$ cat config.mk
export PLATFORM = sky130hd
export DESIGN_NAME = spi_shadow_rx
export DESIGN_NICKNAME = d
export VERILOG_FILES = /design/src/rtl/spi_shadow_rx.sv
export SDC_FILE = /design/constraint.sdc
export NUM_CORES = 1
export LEC_CHECK = 0
export ABC_CLOCK_PERIOD_IN_PS = 4240
export CORE_MARGIN = 1.5
export CORE_UTILIZATION = 55
export CTS_CLUSTER_DIAMETER = 200
export DETAILED_ROUTE_END_ITERATION = 8
export GPL_TIMING_DRIVEN = 0
export PLACE_DENSITY = 0.81
export SLEW_MARGIN = 10
export SYNTH_ARGS = -nofsm -noshare
export SYNTH_HDL_FRONTEND = slang
export SYNTH_SLANG_ARGS = --single-unit
$ cat constraint.sdc
create_clock -name clock -period 4.24 [get_ports clock]
set_clock_uncertainty 0.2 [all_clocks]
set_input_delay 0.848 -clock clock [delete_from_list [all_inputs] [get_ports clock]]
set_output_delay 0.848 -clock clock [all_outputs]
set_load 0.02 [all_outputs]
$ cat src/rtl/spi_shadow_rx.sv
`default_nettype none
// ============================================================================
// Module      : spi_shadow_rx
// Description : SPI target receive path. Shifts MOSI in MSB-first while cs_n
//               is low, using the SPI serial clock as the block clock, and
//               publishes each completed DATA_WIDTH-bit word on a registered
//               shadow register.
// Ports       : clock      - SPI serial clock, data sampled on rising edge
//               reset_n    - asynchronous active-low reset
//               cs_n       - chip select, active low, synchronous to clock
//               mosi       - serial data in, MSB first
//               shadow_reg - last complete received word (registered)
// Revision    : 1.0 - initial release
// ============================================================================
module spi_shadow_rx #(
  parameter int                    DATA_WIDTH  = 16,
  parameter logic [DATA_WIDTH-1:0] SHADOW_INIT = '0
) (
  input  logic                  clock,
  input  logic                  reset_n,
  input  logic                  cs_n,
  input  logic                  mosi,
  output logic [DATA_WIDTH-1:0] shadow_reg
);

  localparam int              CNT_W    = (DATA_WIDTH > 1) ? $clog2(DATA_WIDTH) : 1;
  localparam logic [CNT_W-1:0] LAST_BIT = CNT_W'(DATA_WIDTH - 1);

  logic [DATA_WIDTH-1:0] shift_q,  shift_d;
  logic [CNT_W-1:0]      bit_cnt_q, bit_cnt_d;
  logic [DATA_WIDTH-1:0] shadow_q, shadow_d;
  logic [DATA_WIDTH-1:0] w_word;

  // Word including the bit being sampled on this edge; this is what gets
  // published on the frame-complete edge, so there is no extra latency.
  assign w_word = {shift_q[DATA_WIDTH-2:0], mosi};

  always_comb begin
    shift_d   = shift_q;
    bit_cnt_d = bit_cnt_q;
    shadow_d  = shadow_q;
    if (cs_n) begin
      // Deselected: any partial frame is dropped by restarting the count.
      bit_cnt_d = '0;
    end else begin
      shift_d = w_word;
      if (bit_cnt_q == LAST_BIT) begin
        // Explicit wrap keeps non-power-of-two widths correct.
        bit_cnt_d = '0;
        shadow_d  = w_word;
      end else begin
        bit_cnt_d = bit_cnt_q + 1'b1;
      end
    end
  end

  always_ff @(posedge clock or negedge reset_n) begin
    if (!reset_n) begin
      shift_q   <= '0;
      bit_cnt_q <= '0;
      shadow_q  <= SHADOW_INIT;
    end else begin
      shift_q   <= shift_d;
      bit_cnt_q <= bit_cnt_d;
      shadow_q  <= shadow_d;
    end
  end

  assign shadow_reg = shadow_q;

endmodule
`default_nettype wire

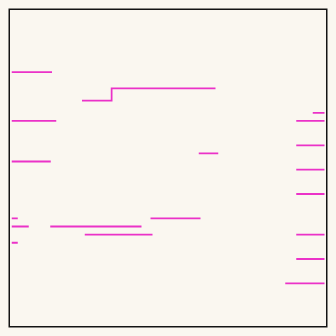
Figure 1: M3 wires.
main direction: horizontal
longest straight run: 17.2 µm
nets with wire on the layer: 15
wire length on this layer: 119 µm
share of all routed wire: 6.1%
vias post-DR: 719
aggregate routed wire length: 1.96 mm
met3 demand-to-capacity share in global routing: 0.0876

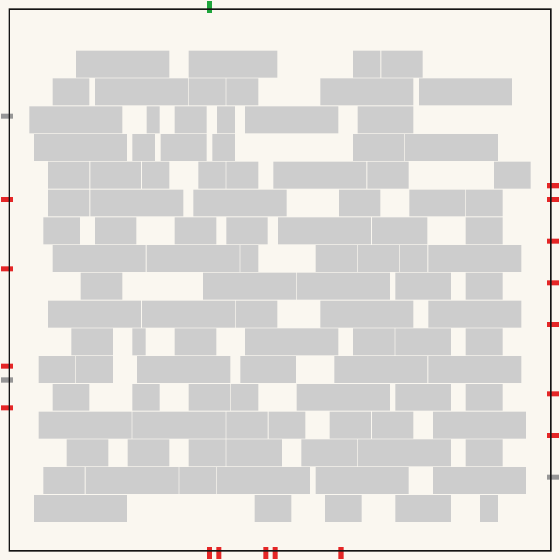
Figure 2: I/O pins on the die edge.
Pins as bars across the die edge, other pins in gray.
legend:
  `shadow_reg`:
    color: red
    pins: 16
    direction: output
    edge: 7 east, 5 south, 4 west
  `cs_n`:
    color: green
    pins: 1
    direction: input
    edge: north
vertical die dimension: 52.9 µm
Horiz. Die Dim: 52.9 µm

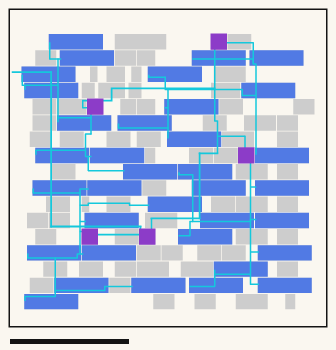
Figure 3: clock network drawn from the DEF.
Bar = 20 µm.
legend:
  flip-flops:
    color: blue
    count: 35
  clock-net drivers:
    color: purple
    count: 5
  clock wires:
    color: cyan
    length: 404 µm
flops lie: spread over the die
routed clock nets: 6
Clk. pwr: 202 µW
part of the total power dissipated in the clock network: 0.287
Clk Latency, worst-skew pair: 0.33 ns

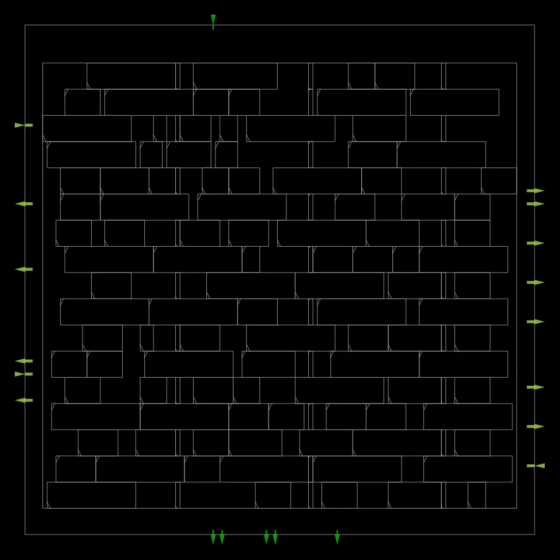
Figure 4: placed standard cells.
tap cells: 28
fin util: 0.729
sequential cell count: 35
sequential fraction of total cell area: 0.528
area of the placeable core: 2280 µm²

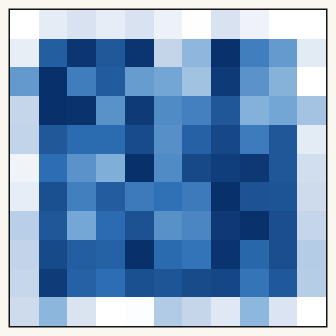
Figure 5: cell density map.
11 x 11 tiles, from white (low) to dark blue (high), 0 to 100% covered.
emptiest ninth of the die: north-east
fullest tile: 100%
mean over tiles: 58%
tiles over 75% full: 43%
densest ninth of the die: center
floorplan core density: 0.602

==> results_tabular.tex <==
% Synthesis and place-and-route results
\begin{tabular}{lr}
\hline
Metric & Value \\
\hline
\multicolumn{2}{l}{\textbf{Route}} \\
Drt pass-1 iters & 3 \\
\multicolumn{2}{l}{\textbf{Min path}} \\
Type of the worst min-delay path & register to register \\
Endpoint, Worst Hold & bit\_cnt\_q[0] \\
Startpoint of the lowest-slack hold path & bit\_cnt\_q[0] \\
\multicolumn{2}{l}{\textbf{Critical path}} \\
Worst reg-to-reg setup slack & 2.49 ns \\
Critical path data required time & 3.19 ns \\
Family with the most delay on the worst path & buffers and inverters \\
Slowest stage cell, crit path & sky130\_fd\_sc\_hd\_\_clkdlybuf4s50\_1 \\
Worst reg2reg path startpoint & bit\_cnt\_q[0] \\
Levels on crit path & 1 \\
\multicolumn{2}{l}{\textbf{Yosys}} \\
Synth warnings & 0 \\
Total cell area reported by yosys after synthesis & between 1000 and 1500 µm² \\
Cell with the most instances after synthesis & sky130\_fd\_sc\_hd\_\_dfrtp\_1 \\
Simple-Gate Fraction of Synth Area & 0.0247 \\
Main area contributors after synthesis & sky130\_fd\_sc\_hd\_\_dfrtp\_1 64\%, sky130\_fd\_sc\_hd\_\_mux2\_2 17\%, sky130\_fd\_sc\_hd\_\_mux2\_4 11\% \\
Dominant kind of combinational cell & multiplexers \\
Largest area contributor in the netlist & sky130\_fd\_sc\_hd\_\_dfrtp\_1 \\
Number of flops mapped to enable cells by yosys & 0 \\
Mean post-synth cell area & about 18 µm² \\
Number of standard cells after synthesis & approximately 78 \\
\multicolumn{2}{l}{\textbf{Final timing}} \\
Headroom to the max-slew limit & 0.510 \\
Worst-margin pin slew & roughly 0.73 ns \\
\multicolumn{2}{l}{\textbf{Clock network}} \\
Clock Root Buffer & sky130\_fd\_sc\_hd\_\_clkbuf\_4 \\
CTS Sinks & 35 \\
\multicolumn{2}{l}{\textbf{GRT}} \\
Initial antenna violation count & 0 \\
Largest net degree at the start of global routing & 36 \\
Total congestion overflow & 0 \\
\multicolumn{2}{l}{\textbf{Finish}} \\
Top Layout Cells & 35 x sky130\_fd\_sc\_hd\_\_dfrtp\_1, 21 x sky130\_fd\_sc\_hd\_\_mux2\_2, 18 x sky130\_fd\_sc\_hd\_\_clkdlybuf4s50\_1, 10 x sky130\_fd\_sc\_hd\_\_mux2\_4, 5 x sky130\_fd\_sc\_hd\_\_clkbuf\_4 \\
Fillcell total & 164 \\
Count of multi-input combinational gates & approximately 40 \\
Area growth syn-to-layout & 21.1\% \\
Footprint of the flip-flops and latches & roughly 900 µm² \\
Largest register FFs & 16 \\
\multicolumn{2}{l}{\textbf{Floorplan}} \\
Die Size & 2800 µm² \\
\multicolumn{2}{l}{\textbf{Outcome}} \\
Status & completed \\
\multicolumn{2}{l}{\textbf{Placement}} \\
Count of input and output buffers & 19 \\
HPWL after DPL & 1.30 mm \\
\multicolumn{2}{l}{\textbf{Run}} \\
Number of warnings the tools reported & 26 \\
\multicolumn{2}{l}{\textbf{Power}} \\
Worst IR Drop VDD & 325 µV \\
\hline
\end{tabular}
-- power breakdown --
part	total, mW	internal, mW	switching, mW
combinational	0.0732	0.0492	0.0239
sequential	0.428	0.390	0.0385
clock	0.202	0.0975	0.104
total	0.703	0.536	0.167
-- layer usage --
| metal | global-route usage | part of all wire |
|---|---|---|
| met5 | 0 | 0 |
| met3 | 0.0876 | 0.061 |
| met4 | 0.103 | 0.018 |
| met2 | 0.288 | 0.49 |
| met1 | 0.224 | 0.43 |
-- metrics by stage --
step	util	hold slack (ns)	instance area, µm²	std cells	setup slack, ns
floorplan	-	0.261	1370	78	2.33
global placement	0.701	0.284	1600	125	1.46
detailed placement	0.699	0.291	1590	125	1.70
CTS	0.729	0.311	1660	133	1.86
global route	0.729	0.335	1660	133	1.81
finish	0.729	0.312	1660	133	1.88
Power and IR drop assume default switching activity.
